===== src/rtl/uart_receiver.sv =====
// 8N1 UART receive stage: synchronises rx_data, validates the start bit at mid-bit,
// samples each bit at its centre and hands the byte over with a valid/ack handshake.
module uart_receiver #(
  parameter int CLKS_PER_BIT = 16,
  parameter int SYNC_STAGES  = 2
) (
  input  logic       clk,
  input  logic       rst_n,
  input  logic       rx_data,
  input  logic       rx_ack,
  output logic [7:0] data_out,
  output logic       rx_valid,
  output logic       frame_err,
  output logic       overrun,
  output logic       rx_busy
);

  localparam int CNT_W = $clog2(CLKS_PER_BIT);
  localparam logic [CNT_W-1:0] HALF_LAST = CNT_W'(CLKS_PER_BIT / 2 - 1);
  localparam logic [CNT_W-1:0] BIT_LAST  = CNT_W'(CLKS_PER_BIT - 1);

  typedef enum logic [2:0] {
    IDLE,
    START,
    DATA,
    STOP,
    WAIT_HIGH
  } state_e;

  state_e                   state_q, state_d;
  logic [SYNC_STAGES-1:0]   sync_q;
  logic                     rxs;
  logic [CNT_W-1:0]         clkCnt_q, clkCnt_d;
  logic [3:0]               bitCnt_q, bitCnt_d;
  logic [7:0]               shift_q, shift_d;
  logic [7:0]               data_q, data_d;
  logic                     valid_q, valid_d;
  logic                     ferr_q, ferr_d;
  logic                     ovr_q, ovr_d;
  logic                     load;

  // Synchroniser resets to the idle line level so reset never looks like a start bit.
  always_ff @(posedge clk or negedge rst_n) begin
    if (!rst_n) begin
      sync_q <= '1;
    end else begin
      sync_q <= {sync_q[SYNC_STAGES-2:0], rx_data};
    end
  end

  assign rxs = sync_q[SYNC_STAGES-1];

  always_ff @(posedge clk or negedge rst_n) begin
    if (!rst_n) begin
      state_q  <= IDLE;
      clkCnt_q <= '0;
      bitCnt_q <= '0;
      shift_q  <= '0;
      data_q   <= '0;
      valid_q  <= 1'b0;
      ferr_q   <= 1'b0;
      ovr_q    <= 1'b0;
    end else begin
      state_q  <= state_d;
      clkCnt_q <= clkCnt_d;
      bitCnt_q <= bitCnt_d;
      shift_q  <= shift_d;
      data_q   <= data_d;
      valid_q  <= valid_d;
      ferr_q   <= ferr_d;
      ovr_q    <= ovr_d;
    end
  end

  always_comb begin
    state_d  = state_q;
    clkCnt_d = clkCnt_q;
    bitCnt_d = bitCnt_q;
    shift_d  = shift_q;
    load     = 1'b0;
    case (state_q)
      IDLE: begin
        clkCnt_d = '0;
        if (!rxs) state_d = START;
      end
      START: begin
        if (clkCnt_q == HALF_LAST) begin
          clkCnt_d = '0;
          if (rxs) begin
            state_d = IDLE;
          end else begin
            state_d  = DATA;
            bitCnt_d = '0;
          end
        end else begin
          clkCnt_d = clkCnt_q + CNT_W'(1);
        end
      end
      DATA: begin
        if (clkCnt_q == BIT_LAST) begin
          clkCnt_d = '0;
          shift_d  = {rxs, shift_q[7:1]};
          bitCnt_d = bitCnt_q + 4'd1;
          if (bitCnt_q == 4'd7) state_d = STOP;
        end else begin
          clkCnt_d = clkCnt_q + CNT_W'(1);
        end
      end
      STOP: begin
        if (clkCnt_q == BIT_LAST) begin
          clkCnt_d = '0;
          load     = 1'b1;
          state_d  = rxs ? IDLE : WAIT_HIGH;
        end else begin
          clkCnt_d = clkCnt_q + CNT_W'(1);
        end
      end
      WAIT_HIGH: begin
        if (rxs) state_d = IDLE;
      end
      default: state_d = IDLE;
    endcase
  end

  // A load always wins over a coincident ack; overrun then reflects whether that ack arrived.
  always_comb begin
    data_d  = data_q;
    ferr_d  = ferr_q;
    valid_d = valid_q;
    ovr_d   = ovr_q;
    if (load) begin
      data_d  = shift_q;
      ferr_d  = ~rxs;
      valid_d = 1'b1;
      if (valid_q) ovr_d = ~rx_ack;
    end else if (valid_q && rx_ack) begin
      valid_d = 1'b0;
      ovr_d   = 1'b0;
    end
  end

  assign data_out  = data_q;
  assign rx_valid  = valid_q;
  assign frame_err = ferr_q;
  assign overrun   = ovr_q;
  assign rx_busy   = (state_q != IDLE);

endmodule


===== config.mk =====
export PLATFORM = sky130hd
export DESIGN_NAME = uart_receiver
export DESIGN_NICKNAME = d
export VERILOG_FILES = /design/src/rtl/uart_receiver.sv
export SDC_FILE = /design/constraint.sdc
export NUM_CORES = 1
export LEC_CHECK = 0
export CAP_MARGIN = 20
export CORE_MARGIN = 4
export CORE_UTILIZATION = 25
export CTS_BUF_LIST = sky130_fd_sc_hd__clkbuf_8 sky130_fd_sc_hd__clkbuf_16
export DETAILED_ROUTE_END_ITERATION = 10
export GPL_ROUTABILITY_DRIVEN = 0
export SLEW_MARGIN = 20
export SYNTH_ARGS = -nofsm -noshare
export SYNTH_HDL_FRONTEND = slang
export SYNTH_SLANG_ARGS = --single-unit
export TNS_END_PERCENT = 100

===== constraint.sdc =====
create_clock -name clk -period 1.87 [get_ports clk]
set_input_delay 0.2805 -clock clk [delete_from_list [all_inputs] [get_ports clk]]
set_output_delay 0.2805 -clock clk [all_outputs]
set_load 0.005 [all_outputs]

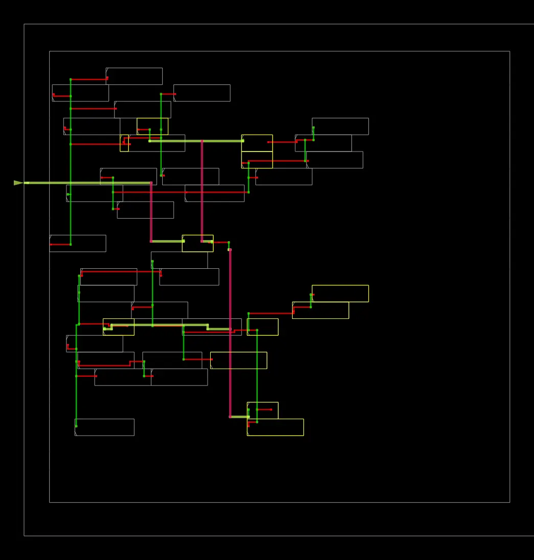
(run_1/clocks.png)
clk pwr: 579 µW
Final Skew: 7.443 ps
CTS Buf Count: 5
seq_cells: 32

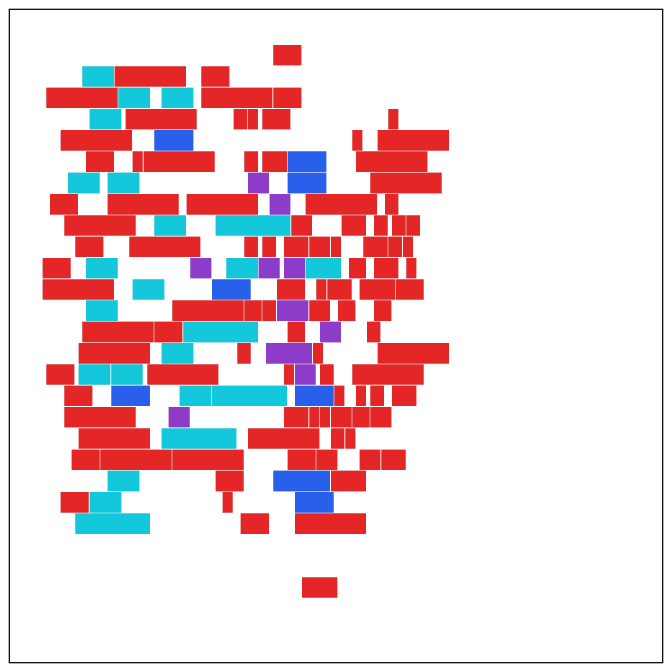
(run_1/sizes.png)
| size | colour | cells |
|---|---|---|
| _0 and _1 cells | red | 101 |
| _2 cells | cyan | 23 |
| _3 and _4 cells | purple | 10 |
| _6 and larger | blue | 8 |

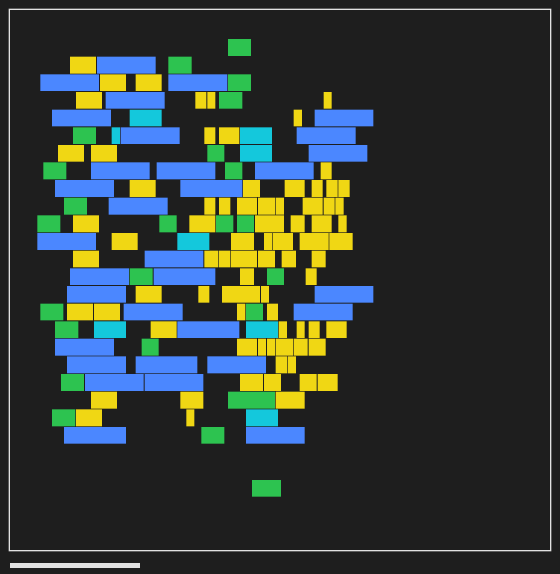
(run_1/placement_by_type.png)
Scale bar: 20 µm.
| class | colour | cells | share of their area |
|---|---|---|---|
| clock drivers and dummy loads | cyan | 8 | 5.8% |
| remaining buffers and delay cells | green | 24 | 13% |
| sequential cells | blue | 32 | 46% |
| combinational and other logic | yellow | 78 | 34% |
fin util: 33.17%
register fraction of the total cell area: 44.18%
cell area after layout: 1827 µm²
core box area: 5507 µm²
FP Rows: 27

==> run summary, run 1 <==
R2R depth: 5
mapped cell area: 1418 µm²
Crit Path Max Fanout: 9
#FFs+latches synth: 32
# Max-Cap Violations: 0
crit-path cells: ha_1 -> nand2_1 -> nor3_4 -> buf_12 -> mux2_2
Chip Height: 83.30 µm
Total Power: 1974 µW
CTS H-tree depth: 2
CTS Buffer Depth: 2
total global-route track usage: 9.443%
status: finished clean
Setup crit end kind: register
cell family with most CP delay: simple AND/OR/NAND/NOR gates
CTS tree: built
Worst path max stage delay: 400 ps
Mapped Nets: 120
Seq/Total Area, Yosys: 56.66%
GRT Residual Overflow: 0
initial antenna violation count: 0
final max-slew violation count: 0
RSZ-0062 raised after global routing: false
Slowest-stage cell, CP: dfrtp_1
mux share: 14.92%
port bufs: 15
WP data arrival: 1940 ps
maximum vdd ir drop: 0.5281 mV
HPWL after detailed placement: 2144 µm
DRT antenna net count: 0
hold slack: 306.2 ps
Startpoint Class: register
final WL: 2962 µm
vias in the first global route: 1103
largest net degree at the start of global routing: 13
OpenROAD warning count: 26
DRC Markers: 0
Final Setup Violations: 0
largest family of logic cells by area: multiplexers
Worst EP required: 2040 ps
WS Path Type: reg2reg
XOR Share, Synth: 1.236%
first-pass GRT wire length: 5244 µm
Min Clock Period, post-route: 1774 ps
Synth-to-Final Area Change: 28.86%
cts hold-fix bufs: 0
YS warnings: 0
Cells after Synth: 114
pwr dens: 1081 nW/µm²
clock sinks: 32
Die W: 83.30 µm
Final #Nets: 147
Hold Vio Cnt, Final: 0
Die Area: 6939 µm²
routed len/inst: 13.84 µm
Worst Tran Pin Value: 451.0 ps
area fraction in and, or, nand and nor cells: 12.97%
Root Buffer: clkbuf_8
Vias: 1004
YS chip area: 1418 µm²
fp util: 25.74%
CTS clk-pin slew, worst paths: 70 ps
setup TNS: 0 ps
Adders+Majority by Area: 1.765%
ys cells: 114
Starting DRT DRC Count: 46
# IOs: 16
Synth Area in Compound Gates: 9.356%
antenna fix cells: 0
drt pass-1 iters: 4
Worst slew margin: 69.84%
vias per cell: 4.692
crit share post-route: 94.89%
average cell area after synthesis: 12.44 µm²
share of layout cells above drive strength 1: 28.87%
Max Clk Rate: 563.6 MHz
Buffers & Inverters on Critical Path: 1
WP depth: 5
Leak: 0.0008210 µW
-- run 1: cells in the final DEF, fill, tap and decap left out, types with 2 or more instances in the layout --
cell and n:
nand2_1 5, dfrtp_2 3, o221ai_1 2, ha_1 2
inv_1 8, a21oi_1 2, clkdlybuf4s50_1 14, mux2i_1 2
nor2_1 3, buf_4 8, or3_1 3, nor3b_1 2
dfrtp_1 27, nand3_1 6, mux2_2 17, dfstp_2 2
and3_1 2, o21ai_0 4, clkbuf_8 7, nor3_1 3
-- run 1: sequential cells by signal, summed over array words and instances (netlist names) --
name / cells
overrun: 1
shift_q: 8
sync_q: 2
data_out: 8
clkCnt_q: 4
frame_err: 1
rx_valid: 1
state_q: 3
bitCnt_q: 4
-- run 1: path summary, 6_finish.rpt --
check / from / endpoint / slack (ps)
setup reg to reg: clkCnt_q[0] / shift_q[6] / 100
max in group asynchronous: rst_n / state_q[1] / 1000
hold reg to reg: sync_q[0] / sync_q[1] / 360
setup / recovery: clkCnt_q[0] / shift_q[6] / 100
min in group clk: sync_q[0] / sync_q[1] / 360
hold / removal: rst_n / shift_q[7] / 310
-- run 1: per-stage QoR --
stage,std cells,cell area [µm²],setup slack [ps]
global route,214,1827,22.71
global placement,205,1713,195.8
floorplan,114,1418,257.6
detailed placement,205,1713,101.8
finish,214,1827,95.63
CTS,214,1822,1.372
-- run 1: routing by layer --
| layer | GRT usage (%) | routed length, µm | vias to the layer above |
|---|---|---|---|
| met5 | 0 | 0 | - |
| met4 | 4.309 | 53 | 0 |
| met3 | 3.770 | 143 | 7 |
| met2 | 16.11 | 1552 | 20 |
| met1 | 10.23 | 1212 | 514 |
| li1 | - | - | 463 |
-- run 1: worst reg2reg max path, stage by stage, from the launching register on --
cell and delay (ps):
dfrtp_1 400, ha_1 270, nand2_1 220, nor3_4 260, buf_12 160, mux2_2 340
-- run 1: power by group --
group          switching [µW]  leakage (µW)  internal [µW]  total [µW]
sequential                104      0.000422            786         890
combinational             253      0.000343            252         505
clock                     249     0.0000557            330         579
-- run 1: layout make-up --
cell class	instances	area (µm²)
multi-input cells	71	570.5
inverters	7	26.28
clock inverters	1	3.754
flip-flops and latches	32	807.0
repair buffers	24	232.7
clock buffers	7	96.34
fillers	549	3680
well taps	72	90.09
-- run 1: synthesized netlist by cell type, drive strengths merged --
library cell  number  area share, %
xnor2              1           0.62
o21bai             1           0.53
a211oi             2            1.4
ha                 2            1.8
or3b               1           0.79
nor3b              2            1.1
clkbuf             2           0.53
nor4b              1           0.62
a22o               1           0.62
and4b              1           0.71
o221ai             2            1.2
mux2              17             14
o2bb2ai            1           0.62
o211ai             1           0.53
o21ai              4            1.4
a21o               1           0.53
a41oi              1           0.62
and3               2           0.88
nor2b              1           0.44
nand3              6            2.1
nand2              5            1.3
nor2               3           0.79
or3                3            1.3
or4b               1           0.71
dfrtp             30             53
mux2i              2            1.4
o311ai             1           0.62
inv                7            1.9
a21boi             1           0.53
a21oi              2           0.71
buf                2           0.71
nor3               4            2.2
dfstp              2            3.7
xor2               1           0.62
-- run 1: what timing repair did --
item | in CTS | in global routing
setup buffers | 1 | 0
pin swaps | 0 | 0
endpoints found under the setup margin | 1 | 1
gates resized | 1 | 3
==> run_1/layer_met1.png <==
Supply wires on this layer in grey.
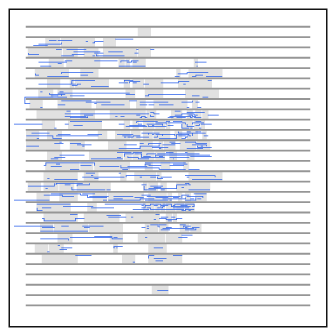

==> run 1 -> run 2 <==
--- a/config.mk
+++ b/config.mk
@@ -11,6 +11,7 @@
 export CTS_BUF_LIST = sky130_fd_sc_hd__clkbuf_8 sky130_fd_sc_hd__clkbuf_16
 export DETAILED_ROUTE_END_ITERATION = 10
 export GPL_ROUTABILITY_DRIVEN = 0
+export RECOVER_POWER = 50
 export SLEW_MARGIN = 20
 export SYNTH_ARGS = -nofsm -noshare
 export SYNTH_HDL_FRONTEND = slang
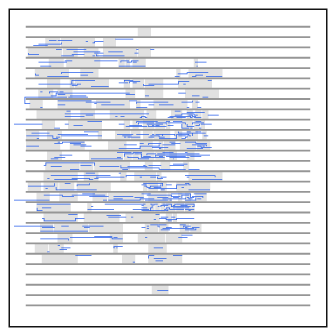
(run_2/layer_met1.png)
Supply wires on this layer in grey.
longest straight run: 22.1 µm
nets with wire on the layer: 134
wire length on this layer: 1210 µm
share of all routed wire: 41%

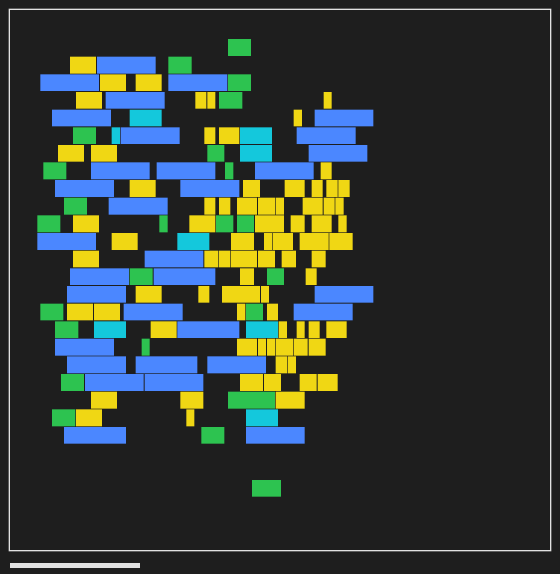
(run_2/placement_by_type.png)
Scale bar: 20 µm.
| class | colour | cells | share of their area |
|---|---|---|---|
| combinational and other logic | yellow | 78 | 35% |
| sequential cells | blue | 32 | 47% |
| remaining buffers and delay cells | green | 24 | 13% |
| clock drivers and dummy loads | cyan | 8 | 5.8% |

==> run summary, run 2 <==
Worst R2R End: shift_q[6]
WP data arrival: 1940 ps
Post-synth ARST share: 100.0%
reg2reg start: clkCnt_q[0]
routed len/inst: 13.86 µm
Worst slew margin: 53.49%
vias in the first global route: 1103
fp util: 25.74%
count of library flops with an enable pin: 0
Final Setup Violations: 0
GRT Residual Overflow: 0
Crit Path Max Fanout: 9
pwr dens: 1080 nW/µm²
Final Skew: 7.790 ps
Total Power: 1960 µW
Die W: 83.30 µm
Starting DRT DRC Count: 47
filler instances: 554
largest net degree at the start of global routing: 13
cell family with most CP delay: simple AND/OR/NAND/NOR gates
hold path start: sync_q[0]
Post-synth top cells: dfrtp_1, mux2_2, inv_1, nand3_1, nand2_1
# Max-Cap Violations: 0
YS warnings: 0
count leader, synth: dfrtp_1
CTS H-tree depth: 2
Slowest-stage cell, CP: dfrtp_1
ys cells: 114
Synth-to-Final Area Change: 27.98%
status: finished clean
Startpoint Class: register
average cell area after synthesis: 12.44 µm²
Area contributors post-synth: dfrtp_1, mux2_2, dfstp_2
Setup crit end kind: register
DRT antenna net count: 0
HPWL after detailed placement: 2144 µm
-- run 2: worst reg2reg max path: stages (launching register included) --
cell	delay, ps
dfrtp_1	400
ha_1	270
nand2_1	220
nor3_4	260
buf_12	160
mux2_2	340
-- run 2: worst max-delay path by stage --
stage | cells past startpoint | from | slack [ps] | to
after floorplan | 3 | state_q[2] | 260 | shift_q[0]
after global placement | 5 | clkCnt_q[0] | 200 | shift_q[1]
after detailed placement | 5 | clkCnt_q[0] | 100 | shift_q[4]
after CTS | 2 | state_q[1] | 1 | rx_busy
after global routing | 4 | state_q[2] | 20 | bitCnt_q[2]
final | 5 | clkCnt_q[0] | 90 | shift_q[6]
-- run 2: metrics by stage --
step	worst slack, ps	instance area (µm²)	std cells	hold slack, ps	utilization [%]
2_1_floorplan	257.6	1418	114	-15.09	-
3_3_place_gp	195.8	1713	205	346.4	31.11
3_5_place_dp	101.8	1713	205	354.7	31.11
4_1_cts	1.372	1822	214	319.3	33.08
5_1_grt	22.71	1814	214	369.9	32.95
6_report	93.29	1814	214	360.8	32.95
-- run 2: cell type report --
type	count	area, µm²	share of cell area (%)
clock inverter	1	3.754	0.2069
timing repair buffer	24	221.5	12.21
inverter	7	26.28	1.448
multi-input combinational	71	570.5	31.45
clock buffer	7	96.34	5.310
sequential	32	805.8	44.41
tap	72	90.09	4.966
-- run 2: kinds of logic (layout without fill, tap and decap cells) --
group	Yosys count	in the layout	share of synthesized area, %
flops	32	32	56.66
simple gates	30	30	12.97
mux	19	19	14.92
compound gates	18	18	9.357
buf+inv	11	39	3.090
fa+ha+maj	2	2	1.765
xor+xnor	2	2	1.236
-- run 2: what timing repair did --
item	in CTS	in global routing
gates cloned	0	0
endpoints found under the setup margin	1	1
buffers inserted	1	0
gates resized	1	3
-- run 2: layer usage --
metal  share of wire (%)  GRT usage [%]  routed length, µm  vias to the layer above
met5                   0              0                  0                        -
met2                  52          16.11               1552                       22
met1                  41          10.23               1213                      524
met3                 5.0          3.770                147                        7
met4                 1.8          4.309                 53                        0
li1                    -              -                  -                      464
-- run 2: power by group --
group | total (µW) | internal (µW) | switching [µW]
combinational | 495 | 241 | 255
clock | 577 | 330 | 247
sequential | 888 | 784 | 104
total | 1960 | 1350 | 605
No activity file was given, so power comes from the tool's default toggle rates.
